===== config.mk =====
export PLATFORM = sky130hd
export DESIGN_NAME = multi_edge_detector
export DESIGN_NICKNAME = d
export VERILOG_FILES = /design/src/rtl/multi_edge_detector_pkg.sv /design/src/rtl/multi_edge_detector_edge_channel.sv /design/src/rtl/multi_edge_detector.sv
export SDC_FILE = /design/constraint.sdc
export NUM_CORES = 1
export LEC_CHECK = 0
export ABC_AREA = 1
export CAP_MARGIN = 0
export CELL_PAD_IN_SITES_DETAIL_PLACEMENT = 1
export CELL_PAD_IN_SITES_GLOBAL_PLACEMENT = 2
export CORE_ASPECT_RATIO = 1.2
export CORE_UTILIZATION = 33
export CTS_BUF_LIST = sky130_fd_sc_hd__clkbuf_8
export DETAILED_ROUTE_END_ITERATION = 6
export HOLD_SLACK_MARGIN = 0.15
export MAX_ROUTING_LAYER = met4
export PLACE_DENSITY = 0.95
export SLEW_MARGIN = 20
export SYNTH_ARGS = -nofsm -noshare
export SYNTH_HDL_FRONTEND = slang
export SYNTH_SLANG_ARGS = --single-unit

===== constraint.sdc =====
create_clock -name clock -period 2.07 [get_ports clock]
set_clock_uncertainty 0.05 [all_clocks]
set_input_delay 0.207 -clock clock [delete_from_list [all_inputs] [get_ports clock]]
set_output_delay 0.207 -clock clock [all_outputs]
set_load 0.1 [all_outputs]

===== src/rtl/multi_edge_detector_pkg.sv =====
// Shared types and default constants for the multi-channel edge detector.
// Holds the per-channel mode encoding and the mode/edge qualification helper.
package multi_edge_detector_pkg;

  typedef enum logic [1:0] {
    OFF  = 2'b00,
    RISE = 2'b01,
    FALL = 2'b10,
    BOTH = 2'b11
  } edge_mode_e;

  localparam int DEFAULT_CHANNELS    = 8;
  localparam int DEFAULT_SYNC_STAGES = 2;
  localparam int DEFAULT_CNT_WIDTH   = 8;

  function automatic logic edge_qualifies(input edge_mode_e m, input logic rise, input logic fall);
    return (((m == RISE) || (m == BOTH)) && rise) || (((m == FALL) || (m == BOTH)) && fall);
  endfunction

endpackage


===== src/rtl/multi_edge_detector_edge_channel.sv =====
// One detector channel: synchroniser chain, history flop, mode qualification,
// sticky flag and saturating edge counter.
module edge_channel
  import multi_edge_detector_pkg::*;
#(
  parameter int SYNC_STAGES = DEFAULT_SYNC_STAGES,
  parameter int CNT_WIDTH   = DEFAULT_CNT_WIDTH
) (
  input  logic                 clock,
  input  logic                 reset_n,
  input  logic                 enable,
  input  logic                 data,
  input  edge_mode_e           mode,
  input  logic                 clear,
  output logic                 detector,
  output logic                 event_flag,
  output logic [CNT_WIDTH-1:0] edge_count
);

  logic [SYNC_STAGES-1:0] sync_reg;
  logic                   prev_reg;
  logic                   detector_reg, detector_next;
  logic                   flag_reg, flag_next;
  logic [CNT_WIDTH-1:0]   count_reg, count_next;
  logic                   rise, fall, qualify;

  always_comb begin
    rise          = sync_reg[SYNC_STAGES-1] & ~prev_reg;
    fall          = ~sync_reg[SYNC_STAGES-1] & prev_reg;
    qualify       = enable & edge_qualifies(mode, rise, fall);
    detector_next = qualify;
    flag_next     = flag_reg;
    count_next    = count_reg;
    // A simultaneous clear restarts the count at this edge rather than dropping it.
    if (qualify) begin
      flag_next  = 1'b1;
      if (clear)
        count_next = CNT_WIDTH'(1);
      else if (!(&count_reg))
        count_next = count_reg + 1'b1;
    end else if (clear) begin
      flag_next  = 1'b0;
      count_next = '0;
    end
  end

  always_ff @(posedge clock or negedge reset_n) begin
    if (!reset_n) begin
      sync_reg     <= '0;
      prev_reg     <= 1'b0;
      detector_reg <= 1'b0;
      flag_reg     <= 1'b0;
      count_reg    <= '0;
    end else begin
      sync_reg     <= {sync_reg[SYNC_STAGES-2:0], data};
      prev_reg     <= sync_reg[SYNC_STAGES-1];
      detector_reg <= detector_next;
      flag_reg     <= flag_next;
      count_reg    <= count_next;
    end
  end

  assign detector   = detector_reg;
  assign event_flag = flag_reg;
  assign edge_count = count_reg;

endmodule


===== src/rtl/multi_edge_detector.sv =====
// Multi-channel edge detector: priming counter after reset, per-channel
// detectors and a registered summary of all sticky flags.
module multi_edge_detector
  import multi_edge_detector_pkg::*;
#(
  parameter int CHANNELS    = DEFAULT_CHANNELS,
  parameter int SYNC_STAGES = DEFAULT_SYNC_STAGES,
  parameter int CNT_WIDTH   = DEFAULT_CNT_WIDTH
) (
  input  logic                          clock,
  input  logic                          reset_n,
  input  logic [CHANNELS-1:0]           data,
  input  logic [2*CHANNELS-1:0]         mode,
  input  logic [CHANNELS-1:0]           clear,
  output logic [CHANNELS-1:0]           detector,
  output logic [CHANNELS-1:0]           event_flag,
  output logic [CHANNELS*CNT_WIDTH-1:0] edge_count,
  output logic                          any_event
);

  localparam int PRIME_W = $clog2(SYNC_STAGES + 2);
  localparam logic [PRIME_W-1:0] PRIME_DONE = PRIME_W'(SYNC_STAGES + 1);

  logic [PRIME_W-1:0] prime_cnt_reg;
  logic               enable;
  logic               any_event_reg;

  // Detection stays off until the sync chain and history flop hold real samples.
  always_ff @(posedge clock or negedge reset_n) begin
    if (!reset_n)
      prime_cnt_reg <= '0;
    else if (prime_cnt_reg != PRIME_DONE)
      prime_cnt_reg <= prime_cnt_reg + 1'b1;
  end

  assign enable = (prime_cnt_reg == PRIME_DONE);

  generate
    for (genvar gi = 0; gi < CHANNELS; gi++) begin : g_ch
      edge_channel #(
        .SYNC_STAGES(SYNC_STAGES),
        .CNT_WIDTH  (CNT_WIDTH)
      ) u_ch (
        .clock     (clock),
        .reset_n   (reset_n),
        .enable    (enable),
        .data      (data[gi]),
        .mode      (edge_mode_e'(mode[2*gi +: 2])),
        .clear     (clear[gi]),
        .detector  (detector[gi]),
        .event_flag(event_flag[gi]),
        .edge_count(edge_count[gi*CNT_WIDTH +: CNT_WIDTH])
      );
    end
  endgenerate

  always_ff @(posedge clock or negedge reset_n) begin
    if (!reset_n)
      any_event_reg <= 1'b0;
    else
      any_event_reg <= |event_flag;
  end

  assign any_event = any_event_reg;

endmodule


Cell classes on the final placement:
(2 px per µm) Fill, decap, tap and diode cells in grey.
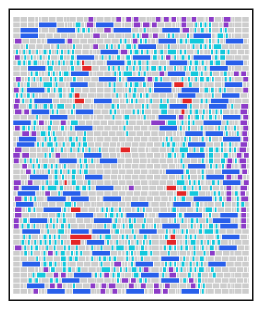
- red: clock drivers and dummy loads (cells 16; share of their area 2.9%)
- blue: registers (cells 107; share of their area 40%)
- purple: remaining buffers and delay cells (cells 123; share of their area 15%)
- cyan: remaining logic cells (cells 600; share of their area 41%)

Logic cells by family:
(2 px per µm)
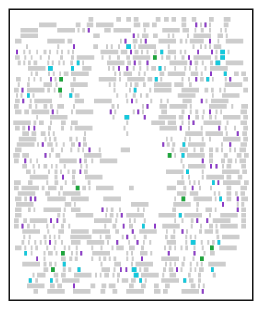
- purple: inv cells (cells 84; where spread over the die)
- cyan: aoi and oai cells (cells 35; where spread over the die)
- green: and/or cells (cells 10)

Track usage over the die:
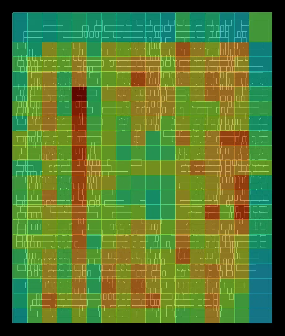
routing usage on met2: 0.327
final core area utilization: 0.422
GRT Total Usage: 0.187
met3 usage in global routing: 0.0259
met1 track demand over resource: 0.221

The metal 3 layer:
(3 px per µm)
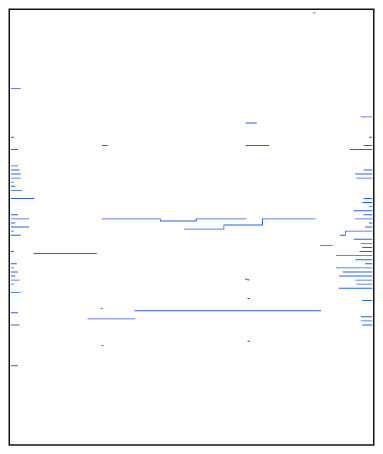
- share of all routed wire: 2.9%
- wire length on this layer: 444 µm

Sizing map:
(2 px per µm)
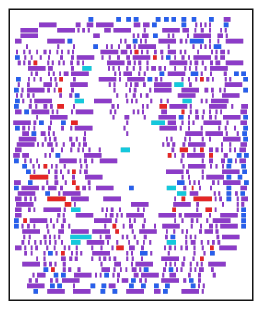
- red: x2 (cells 34; share 4.0%; most used or2_2)
- blue: x3 and x4 (cells 96; share 11%; most used buf_4)
- purple: x1 and smaller (cells 704; share 83%; most used nand2_1)
- cyan: x6 and larger (cells 12; share 1.4%; most used clkbuf_8)

==> flow_results.org <==
#+TITLE: Implementation results

** Status
- The flow ran to the end, and the final reports show no timing, DRC or antenna violations.

** Synthesis
- Per the synthesis report, the number of distinct cell types is 32.
- Sequential area share after synthesis :: 0.478
- The synthesis report names the predominant flop master as dfrtp_1.
- Area share of the leading cell type in the synthesized netlist :: 0.478
- After synthesis, the largest family of logic cells by area is simple AND/OR/NAND/NOR gates.
- In this run, the synthesized area fraction spent on AND-OR/OR-AND gates is recorded as 0.0353.
- Yosys attributes the largest share of cell area to dfrtp_1 (48%), nand2_1 (18%), nand3_1 (7.9%).

** Critical path
- Worst-case reg-to-reg path depth :: 7
- Most frequent cell on the critical path :: nand2_1
- Looking at the critical path, the highest net fanout was 17.
- Per STA, the highest per-stage delay on the worst path measures 0.38 ns.
- Launching point of the worst reg2reg path :: prime_cnt_reg[0]$_DFFE_PN0N_
- The worst setup path is captured at a flip-flop.

** Detailed routing
- DRC violation count after routing :: 0
- Routed wire length :: roughly 15 mm
- WL met2 :: about 7.6 mm
- Once detail routing completed, the nets flagged for antenna violations numbered 0.
- Vias :: approximately 5000
- After detailed routing, the met3 layer carries about 440 µm of wire.
- Avg WL per Cell :: ~14 µm

** Worst hold path
- Checking hold timing, the worst path is listed with class input pin to flip-flop.
- Hold_sp :: data[1]

** Floorplanning
- Height of the die :: 145 µm
- Overall die area :: between 15000 and 20000 µm²

** Power and ir drop
- Power after layout :: between 4 and 5 mW
- Power drawn by the clock network :: between 1 and 1.5 mW
- Dominant power group :: sequential cells
- Fraction of power consumed by the clock network :: 0.291
- Net Sw Frac :: 0.341

** Run
- Number of warnings in the stage logs :: 26

** Finish
- The layout stage reports a final design area of between 6000 and 7000 µm².
- The layout contains a multi-input combinational cell count of between 500 and 600.
- Highest-count logic cell in the final layout :: nand2_1
- The design has roughly 110 sequential cells.
- From synthesis to final layout, the design area changed by 23.5%.
- Largest cell class by area :: registers
- Non-clock inverters :: ~84

** Final timing
- Final hold analysis gives a worst-case slack of a little over 0.2 ns.
- The pin closest to its max-slew limit shows a slew of approximately 0.46 ns.

** Clocking
- Clk Latency, worst-skew pair :: ~0.38 ns
- CTS root buffer :: clkbuf_8

** Global route
- Entering global routing, the biggest net connects 33 pins.
- Global-route wire length before repair :: approximately 25 mm
- The number of antenna violations at the first check in global routing was 0.

** Placed design
- Final HPWL DP :: ~11 mm
- Global placement routability congestion :: 0.780
Power figures rest on the tool's default switching activity, not on a simulated workload.
